Design hynoc_local_packetizer_flat, sky130hd; sources not shown.
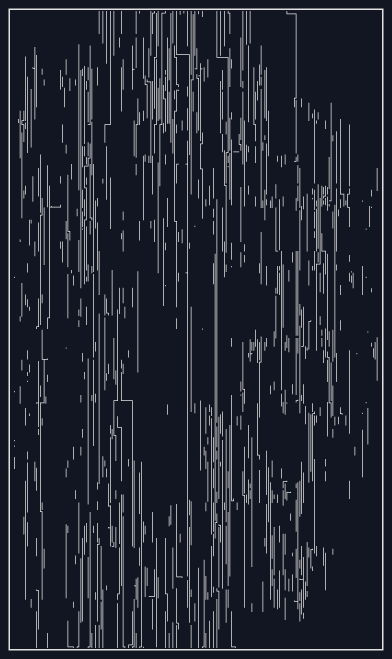
(run_1/met2.png)
Drawn at 4 px/um.
wire length on this layer	5750 um
longest straight run	109 um
share of all routed wire	54%
nets with wire on the layer	481
routed wire length: 10600 um
via count: 3274
met2 usage: 0.270

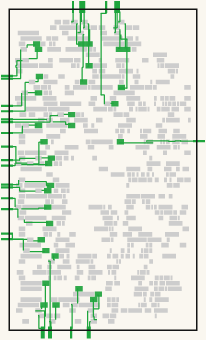
(run_1/port_nets.png)
Drawn at 2 px/um.
color	port	bits	direction	edge	end cells	wire
green	`bus_s_data`	32	input	16 west, 8 north, 7 south, 1 east	32	768 um
# port buffers: 124
number of top-level pins: 128

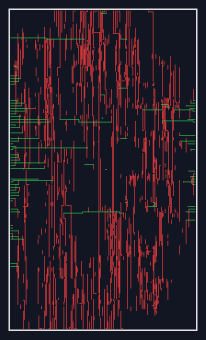
(run_1/metal_stack.png)
Drawn at 2 px/um. Only two layers are drawn.
color	layer	wire length
green	met3	526 um
red	met2	5750 um
Total GRT Usage: 0.147
post-DR wirelength/cell: 15.9 um

==> impl_metrics.yaml, run 1 <==
# synthesis and place-and-route metrics
pwr:
  finalPower_mw: 2.30
  p_sw_frac: 0.329
  comb_power_share: 0.365
  intPower_mw: 1.55
  p_seq_frac: 0.422
  ir_drop_uv: 155
  clkPwrFrac: 0.213
  switchingPower_mw: 0.757
  p_leak_nw: 1.91
  powerDensity_nw_per_um2: 403
sta:
  max_clock_freq_mhz: 305
  relSlewSlack: 0.458
  tightest_slew_ps: 813
  report.final.slew_viol_count: 0
  grt_setup_unrepaired: "false"
  layout_worst_path_cycle_share: 0.593
  setup_ws_ps: 2250
  whs_ps: 339
  fin_crit_ps: 3270
  fin_tns_setup_ps: 0
  setup_violations: 0
  hold_viol: 0
die:
  dieArea_um2: 14900
  fp.dieW_um: 93.0
  core_area_um2: 13500
  row_count: 56
  die_y_um: 160
  nWellTaps: 174
  floorplan.core_util: 0.309
finish:
  layout.nonclk_buf_frac: 0.223
  design.seq.count: 95
  postLayoutCellArea_um2: 5710
  instances_no_fill: 667
  utilization: 0.425
  clkCellAreaFrac: 0.0363
  nClkBuffers: 10
  seq_area_frac: 0.389
  n_all_buffers: 129
  area_growth_pct: 37.4
  num_antenna_cells: 0
  comb_share: 0.310
  flop_area_um2: 2220
  nFillCells: 1315
  fin_nets: 569
  comb_cells: 247
  largestClassByArea: "flip-flops and latches"
  n_all_inverters: 6
  largest_reg_flops: 33
  mi_logic_area_um2: 1770
yosys:
  yosysTopAreaCell: "dfxtp_1"
  ys_warn_count: 0
  ys_seq_share: 0.534
  synth_cells: 379
  avgSynthCellArea_um2: 11.0
  common_cells: "dfxtp_1, a21oi_1, mux2i_1, a211oi_1, edfxtp_1"
  syn-num-nets: 460
  synth.most_common_cell: "dfxtp_1"
  ys_ff: 95
  ys_chip_area_um2: 4160
  top_cells_by_area: "dfxtp_1, edfxtp_1, mux2i_1"
  synth_area_um2: 4160
  enable_flop_cells: 32
  async_reset_ff_frac: 0
  ys_cells: 379
  synth_cell_types: 40
  yosys_most_used_dff: "dfxtp_1"
critical_path:
  crit_type: "in -> out"
  cp_data_required_time_ps: 4540
  r2r_slack_ps: 2570
  r2r_cells: 6
  path_max_fanout: 4
  critPathLaunchType: "primary input"
  worstPathArrival_ps: 2300
  critPathCaptureType: "output port"
routing:
  drc: 0
  viasPerCell: 4.91
  detail-route-antenna-nets: 0
  drt_iter0_drc: 123
  firstDrtPassIters: 4
clocking:
  cts_root_buffer: "clkbuf_8"
  cts_setup_buffers: 0
  hold_buffers: 0
  cts_tree: "done"
  worstSkewPairLatency_ps: 360
  clk_pin_slew_ps: 90
  cts_buffers: 9
  cts_buffer_depth: 2
  h-tree-depth: 3
  cts_sinks: 95
  post_cts_resized: 0
job:
  cap_violations: 0
  log.warning_count: 32
outcome:
  outcome: "finished, final reports clean"
global_route:
  grt_busiest_layer: "met2"
  overflow: 0
  grt_max_degree: 38
  antenna_found_initial: 0
  grt_pass1_wl_um: 17300
  grt_pass1_vias: 3451
  use_met3: 0.0349
  met1_usage: 0.158
placement:
  globalplace.congestion: 0.738
  place_area_um2: 5510
  dp_hpwl_um: 7500
  dp_slack_ps: 2160
  post-place-cells: 651
worst_hold_path:
  hold_class: "reg -> reg"
  min_path_cells: 2
[run 1: kinds of logic after synthesis]
| logic type | synth area share |
|---|---|
| and+or+nand+nor | 0.139 |
| xor gates and xnor gates | 0.0126 |
| buffers and inverters | 0.0409 |
| adders and majority gates | 0.0181 |
| AOI/OAI and AO/OA | 0.138 |
| muxes | 0.117 |
| DFF | 0.534 |
[run 1: power by group through the flow]
| stage | clock (mW) | sequential (mW) | combinational [mW] |
|---|---|---|---|
| detailed placement | 0 | 0.990 | 0.855 |
| floorplan | 0 | 0.988 | 0.437 |
| global route | 0.538 | 0.993 | 0.932 |
| CTS | 0.510 | 0.976 | 0.857 |
| global placement | 0 | 0.987 | 0.847 |
| finish | 0.491 | 0.973 | 0.840 |
[run 1: layout by cell type (no fill, tap or decap), drive strengths merged]
cell	instances
and3b	1
ha	6
nand2	13
a41oi	1
and3	4
o21ai	4
or3	3
nor2b	13
mux2	12
nor4	9
nor2	20
and2	5
clkinv	1
clkbuf	10
dfxtp	63
o31ai	4
nand2b	4
nand4	8
mux2i	35
buf	6
clkdlybuf4s50	123
o211ai	1
a32o	1
a221oi	1
inv	10
o41ai	1
a211oi	32
and4	3
nor3	4
or4	5
a31oi	1
bufinv	1
o21bai	1
a21oi	41
xor2	6
edfxtp	32
nand3	8
[run 1: critical path, cell delays in order]
cell and delay, ps:
clkdlybuf4s50_1 440, a31oi_1 340, and2_1 180, clkdlybuf4s50_1 500
[run 1: per-layer routing]
layer | up-vias | wire length, um
li1 | 1625 | -
met1 | 1542 | 4070
met2 | 94 | 5750
met3 | 13 | 525
met4 | 0 | 258
met5 | - | 0
==> inputs of run 2 (changes only) <==
==> constraint.sdc (replaced) <==
create_clock -name local_clk -period 3 [get_ports local_clk]
set_clock_uncertainty 0.15 [all_clocks]
set_input_delay 0.45 -clock local_clk [delete_from_list [all_inputs] [get_ports local_clk]]
set_output_delay 0.45 -clock local_clk [all_outputs]
set_load 0.005 [all_outputs]
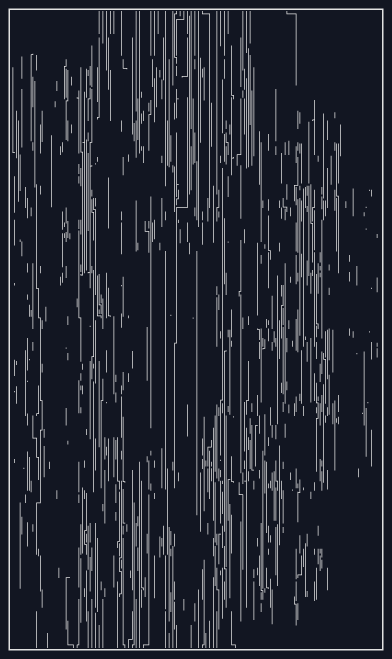
(run_2/met2.png)
Drawn at 4 px/um.
longest straight run	66.0 um
nets with wire on the layer	476
share of all routed wire	56%
wire length on this layer	6100 um
routed wire length: 10800 um
via count: 3266

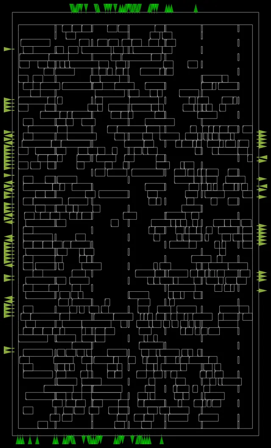
(run_2/final_placement.png)
final core utilization: 0.435
Seq/total area: 0.379
num rows: 56

==> run 2 against run 1 <==
Global-route usage increased by 0.41 points. Worst setup slack worse by 1700 ps. Register-to-register slack got worse by 1900 ps. Final area rose by 2.5%. Sequential share of layout area shrank 0.95 points. Critical path type unchanged. Critical endpoint unchanged. Area after synthesis is the same. Non-clock buffer count grew 8. Synthesized cell count did not move. Clock power rose by 79%. Clock-buffer cell count decreased by 1. Core utilization up 1.1 points. Routed wire length increased by 2.3%.
==> impl_metrics.yaml, run 2 <==
# synthesis and place-and-route metrics
clocking:
  h-tree-depth: 3
  clk_pin_slew_ps: 90
  cts_buffer_depth: 2
  cts_buffers: 9
  cts_tree: "done"
  cts_root_buffer: "clkbuf_8"
  worstSkewPairLatency_ps: 360
  cts_sinks: 95
pwr:
  clkPwrFrac: 0.204
  ir_drop_uv: 333
  powerDensity_nw_per_um2: 737
  p_sw_frac: 0.327
  comb_power_share: 0.382
  p_seq_frac: 0.414
  p_leak_nw: 1.96
  switchingPower_mw: 1.41
  intPower_mw: 2.91
critical_path:
  cpMostUsedCell: "clkdlybuf4s50_1"
  worstPathArrival_ps: 1830
  worstPathCellList: "clkdlybuf4s50_1, a31oi_4, and2_1, clkdlybuf4s50_1"
  critPathCaptureType: "output port"
  path_max_fanout: 4
  critPathLaunchType: "primary input"
  cpPeakStageDelay_ps: 500
  r2r_slack_ps: 690
  crit_type: "in -> out"
  cp_data_required_time_ps: 2400
  slowest_stage: "clkdlybuf4s50_1"
  r2r_cells: 6
sta:
  setup_violations: 0
  setup_ws_ps: 574
  hold_viol: 0
  grt_setup_unrepaired: "false"
  layout_worst_path_cycle_share: 0.809
  relSlewSlack: 0.321
  tightest_slew_ps: 1020
  fin_tns_setup_ps: 0
  max_clock_freq_mhz: 412
  report.final.slew_viol_count: 0
  fin_crit_ps: 2430
yosys:
  ys_chip_area_um2: 4160
  common_cells: "dfxtp_1, a21oi_1, mux2i_1, a211oi_1, edfxtp_1"
  ys_ff: 95
  xor_area_frac: 0.0126
  yosys.area.top_type_share: 0.303
  synth_area_um2: 4160
  synth.most_common_cell: "dfxtp_1"
  ys_sh_mux: 0.117
  ys_warn_count: 0
  top_cells_by_area: "dfxtp_1, edfxtp_1, mux2i_1"
  async_reset_ff_frac: 0
  synth_cell_types: 40
  yosysTopAreaCell: "dfxtp_1"
  aoi_share: 0.138
  ys_sh_simple: 0.139
  avgSynthCellArea_um2: 11.0
  syn-num-nets: 460
  ys_cells: 379
  enable_flop_cells: 32
  fa_ha_area_frac: 0.0181
  ys_seq_share: 0.534
  yosys_most_used_dff: "dfxtp_1"
  synth.logic.top_family: "simple AND/OR/NAND/NOR gates"
  synth_cells: 379
finish:
  layout_top_cell: "clkdlybuf4s50_1"
  largest_reg_flops: 33
  fin_nets: 577
  lay_top_cells: "clkdlybuf4s50_1, dfxtp_1, a21oi_1"
  nFillCells: 1286
  drive_gt1_frac: 0.0918
  instances_no_fill: 675
  area_growth_pct: 40.8
  num_antenna_cells: 0
routing:
  detail-route-antenna-nets: 0
  firstDrtPassIters: 4
  drc: 0
  viasPerCell: 4.84
  drt_iter0_drc: 98
  wire_per_inst_um: 16.1
die:
  die_y_um: 160
  dieArea_um2: 14900
  fp.dieW_um: 93.0
  core_area_um2: 13500
  ios: 128
  floorplan.core_util: 0.309
global_route:
  grt_max_degree: 57
  overflow: 0
  antenna_found_initial: 0
  grtUsageTotal: 0.151
  grt_pass1_wl_um: 17500
  grt_pass1_vias: 3479
placement:
  dp_hpwl_um: 7790
  numPortBuffers: 124
  globalplace.congestion: 0.774
  dp_slack_ps: 378
  post-place-cells: 658
worst_hold_path:
  hold_class: "reg -> reg"
  min_path_cells: 2
job:
  log.warning_count: 32
  cap_violations: 0
outcome:
  outcome: "finished, final reports clean"
## run 2: cell counts after synthesis
No cell type changed its count.
## run 2: timing repair
action	in CTS	in global routing
gates resized	5	1
gates cloned	1	0
hold buffers	0	0
endpoints found under the setup margin	1	1
setup buffers	0	0
## run 2: worst max-delay path: cells and delay by family
| family | cells | cell delay [ps] |
|---|---|---|
| compound gates | 1 | 250 |
| buf+inv | 2 | 980 |
| simple gates | 1 | 150 |
## run 2: cell families after synthesis
group	count (synthesis)
simple gates	100
flops	95
compound gates	88
mux	47
buf+inv	37
xor+xnor	6
fa+ha+maj	6
## run 2: through the flow
step                      total power, mW  instance area [um^2]  hold slack, ps
after CTS                            4.40                  5850             350
final                                4.32                  5860             352
after global routing                 4.60                  5860             371
after detailed placement             3.45                  5580             337
after floorplan                      2.62                  4160             315
after global placement               3.43                  5580             336
## run 2: cell type report
type	instances	area (um^2)	share of cell area
Tap cell	174	218	0.0372
Inverter	6	22.5	0.00385
Multi-Input combinational cell	247	1800	0.307
Sequential cell	95	2220	0.379
Clock buffer	9	124	0.0211
Timing Repair Buffer	137	1400	0.238
Clock inverter	7	78.8	0.0135
## run 2: power groups by stage
stage,clock network (mW),logic (mW),registers (mW)
after CTS,0.915,1.69,1.79
after global placement,0,1.62,1.81
after floorplan,0,0.804,1.82
after detailed placement,0,1.64,1.82
after global routing,0.963,1.81,1.82
final,0.879,1.65,1.79
## run 2: per-layer routing
| layer | vias to the layer above | GRT usage | wire [um] |
|---|---|---|---|
| li1 | 1633 | - | - |
| met1 | 1543 | 0.156 | 4060 |
| met2 | 80 | 0.287 | 6100 |
| met3 | 10 | 0.0406 | 543 |
| met4 | 0 | 0.0508 | 143 |
| met5 | - | 0 | 0 |
No activity file was given, so power comes from the tool's default toggle rates.
